==> config.mk <==
export PLATFORM = sky130hd
export DESIGN_NAME = seg_scan_display
export DESIGN_NICKNAME = d
export VERILOG_FILES = /design/src/rtl/seg_pkg.sv /design/src/rtl/bin2bcd_seq.sv /design/src/rtl/seg_scan_display.sv
export SDC_FILE = /design/constraint.sdc
export NUM_CORES = 1
export LEC_CHECK = 0
export CAP_MARGIN = 20
export CELL_PAD_IN_SITES_DETAIL_PLACEMENT = 1
export CELL_PAD_IN_SITES_GLOBAL_PLACEMENT = 2
export CORE_ASPECT_RATIO = 2
export CORE_MARGIN = 2
export CORE_UTILIZATION = 43
export DETAILED_ROUTE_END_ITERATION = 6
export HOLD_SLACK_MARGIN = 0.12
export PLACE_DENSITY = 0.9
export SYNTH_ARGS = -nofsm -noshare
export SYNTH_HDL_FRONTEND = slang
export SYNTH_SLANG_ARGS = --single-unit
==> constraint.sdc <==
create_clock -name clock -period 19 [get_ports clock]
set_clock_uncertainty 0.2 [all_clocks]
set_input_delay 2.85 -clock clock [delete_from_list [all_inputs] [get_ports clock]]
set_output_delay 2.85 -clock clock [all_outputs]
set_load 0.02 [all_outputs]
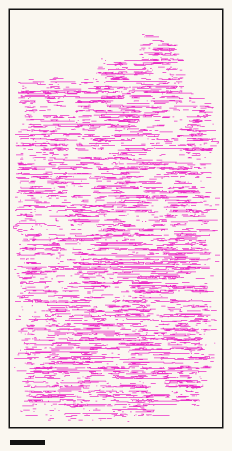
Figure 1: run 1, metal 1.
The bar under the picture is 20 um long.
wire length on this layer = 13000 um
main direction = horizontal
share of all routed wire = 44%
nets with wire on the layer = 1257
longest straight run = 35.9 um
met1 Use GR: 0.267
via count: 9480
Routed WL: 29600 um

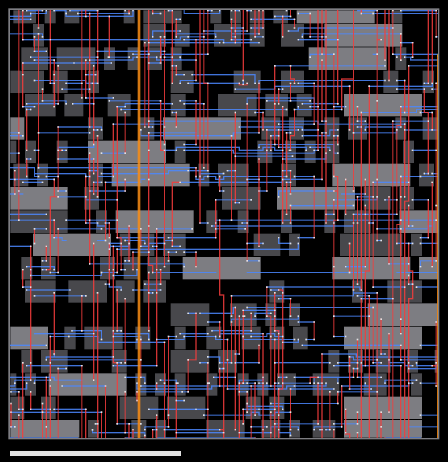
Figure 2: run 1, a small window of the routed layout.
The bar under the picture is 20 um long. Window x 36 to 86, y 142 to 192 um. Cells in gray, sequential cells in the stronger gray; small squares are vias.
met3 -> green
met1 -> blue
met4 -> orange
met2 -> red
sequential cells in the window = 20
cells with their middle in the window = 156
most frequent = nand2_1 (27), a21oi_1 (21), dfrtp_1 (20)

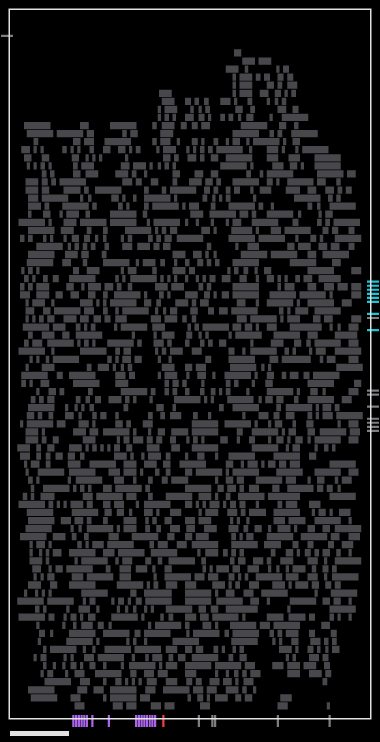
Figure 3: run 1, ports around the boundary.
The bar under the picture is 20 um long. Pins as bars across the die edge, other pins in gray.
`in_value` -> purple  # pins 16, direction input, edge bottom
`in_dec` -> red  # pins 1, direction input, edge bottom
`seg_sel` -> cyan  # pins 8, direction output, edge right
Die X: 121 um
DIE HEIGHT: 239 um
# port buffers: 37

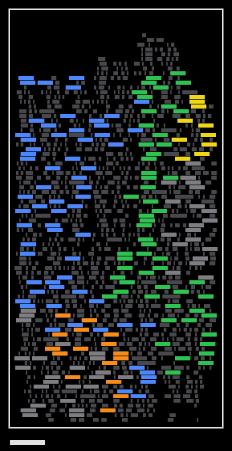
Figure 4: run 1, register map, names as in the netlist.
The bar under the picture is 20 um long.
`cnt_q` -> yellow  # flops 10
`u_conv.bcd` -> blue  # flops 64
`val_q` -> orange  # flops 16, where bottom middle
`shadow_q` -> green  # flops 56
sequential power: 0.751 mW
fin util: 0.475
sequential cell area share: 0.364
Sequential Area: 4730 sq um

==> job_summary.md <==
### Metrics collected by this job

| Metric | Value |
|---|---|
| Setup Viol. Count Final | 0 |
| Initial antenna violation count | 0 |
| Top FF cell, synth | dfrtp_1 |
| Max reg flops | 64 |
| Switching fraction of total power | 0.440 |
| Commonest Layout Cell | nand2_1 |
| Switching pwr | 0.989 mW |
| CTS clock-pin slew for the worst setup and hold paths | 0.07 ns |
| Leak | 5.63 nW |
| Die area | 29000 sq um |
| Floorplan core density | 0.434 |
| Syn. warnings | 0 |
| Ys cells | 1317 |
| Nets | 1405 |
| Critical path, cell by cell | clkdlybuf4s50_1, nand2b_1, nor2_2, nand2_1, nor2_1, a31oi_1 |
| Largest net degree at the start of global routing | 113 |
| Final period util | 0.274 |
| Cells after Synth | 1317 |
| IO Pins | 39 |
| Routability cong. | 0.770 |
| Critical path endpoint category | register |
| CP Data Arrival Time | 5.29 ns |
| Core area | 27300 sq um |
| CP peak stage delay | 0.83 ns |
| H-tree levels | 4 |
| WP buf/inv | 1 |
| WP depth | 6 |
| TritonRoute pass-1 iters | 5 |
| Post-Syn Nets | 1429 |
| PD cells | 173 nW/um^2 |
| Post-detailed-route count of antenna-violating nets | 0 |
| CP startpoint kind | input port |
| CTS Buffer Depth | 2 |
| Drt wl/cell | 17.9 um |
| Num CTS Buffers | 17 |
| Ys flops | 189 |
| Post-synth ARST share | 1.00 |
| GR Overflow Total | 0 |
| Max VDD drop | 109 uV |
| Top cells excl fill/tap | nand2_1, dfrtp_1, a21oi_1 |
| Reg2reg path depth | 8 |
| Status | finished clean |
| Vias in the first global route | 9858 |
| MaxCap Viol Count | 0 |
| # hold bufs at CTS | 0 |
| Final Cell Area | 13000 sq um |
| Setup TNS | 0 ns |
| P&R area growth vs syn | 9.53% |
| Post-synth cell types | 61 |
| Flop pwr share | 0.334 |
| Fmax | 192 MHz |
| DRT iter0 DRCs | 441 |
| Stage-log warning count | 91 |
| Hold_ws | 0.282 ns |
| Final hold vios | 0 |
| Vias per cell | 5.72 |
| Post-route DRC | 0 |
| Unrepaired setup endpoints after global routing | false |
| Period minus WS final | 5.20 ns |
| Clock power share | 0.169 |
| Worst hold path depth | 2 |
| CTS tree | done |
| Relative slew slack | 0.246 |
| Filler cell count | 3171 |
| Mapped Area | 11900 sq um |
| Root Buffer | clkbuf_16 |
| Critical path required time | 19.09 ns |
| Hold WC Path Type | register to register |
| Cell Area, Placed | 12300 sq um |
| Slew @ Worst Pin | 1.13 ns |
| First-pass GRT wire length | 50500 um |
| Critical path's top delay family | simple AND/OR/NAND/NOR gates |
| Share of layout cells above drive strength 1 | 0.0735 |
| Row count | 86 |
| Yosys Chip Area | 11900 sq um |
| Synth Seq Share | 0.399 |
| GRT Util Overall | 0.216 |
| DPL Wire Length | 20500 um |
| Slew Viols, Final | 0 |
| Clk_lat worst skew | 0.46 ns |
| EDFF count, synth | 0 |
| Logic gate share of total power | 0.498 |
| Antenna cells | 0 |
## run 1: Yosys cell counts, drive strengths merged (15+ instances only)
master  instances  share of area
nor2           85          0.028
nand2         213          0.067
a211oi         39          0.025
o21ai          75          0.032
mux2           31          0.029
inv            60          0.019
ha             92          0.097
a21oi         106          0.045
a31oi          31          0.016
nand3          34          0.014
dfrtp         189           0.40
xnor2          20          0.015
nand2b         29          0.015
clkbuf         50          0.016
mux2i          49          0.041
o31ai          24          0.015
buf            40          0.019
nor3b          15         0.0095
## run 1: per-stage QoR
stage | power [mW] | util | instances | setup slack (ns)
2_1_floorplan | 1.60 | - | 1317 | 10.81
3_3_place_gp | 1.80 | 0.452 | 1624 | 13.42
3_5_place_dp | 1.88 | 0.452 | 1624 | 13.30
4_1_cts | 2.27 | 0.474 | 1656 | 13.79
5_1_grt | 2.46 | 0.475 | 1658 | 13.51
6_report | 2.25 | 0.475 | 1658 | 13.80
## run 1: final cells by class
| cell class | count | area (sq um) | share of cell area |
|---|---|---|---|
| inverter | 60 | 233 | 0.0179 |
| timing repair buffer | 47 | 458 | 0.0352 |
| clock inverter | 11 | 158 | 0.0121 |
| clock buffer | 21 | 460 | 0.0354 |
| tap | 352 | 440 | 0.0339 |
| sequential | 189 | 4730 | 0.364 |
| multi-input combinational | 978 | 6520 | 0.501 |
## run 1: layer usage
layer | routed length [um] | track usage
met5 | 0 | 0
met4 | 624 | 0.0812
met3 | 382 | 0.0236
met2 | 15600 | 0.382
met1 | 13000 | 0.267
## run 1: power by group through the flow
stage / Clock (mW) / Sequential [mW] / Combinational [mW]
2_1_floorplan: 0 / 0.664 / 0.934
3_3_place_gp: 0 / 0.746 / 1.05
3_5_place_dp: 0 / 0.758 / 1.12
4_1_cts: 0.388 / 0.750 / 1.13
5_1_grt: 0.401 / 0.780 / 1.28
6_report: 0.379 / 0.751 / 1.12
## run 1: worst reg2reg max path: cells and delay by family (launching register included)
family / cells / cell delay (ns)
AOI/OAI and AO/OA: 3 / 0.60
adders and majority gates: 1 / 0.29
buffers and inverters: 2 / 0.79
DFF: 1 / 0.35
muxes: 1 / 0.68
and+or+nand+nor: 1 / 0.11
## run 1: logic make-up after synthesis
logic type | share of synthesized area
AND-OR/OR-AND | 0.198
XOR/XNOR | 0.0185
adder cells (fa/ha/maj) | 0.0970
buffers and inverters | 0.0535
flip-flops | 0.399
multiplexers | 0.0708
other | 0.000316
AND/OR/NAND/NOR | 0.163
No activity file was given, so power comes from the tool's default toggle rates.
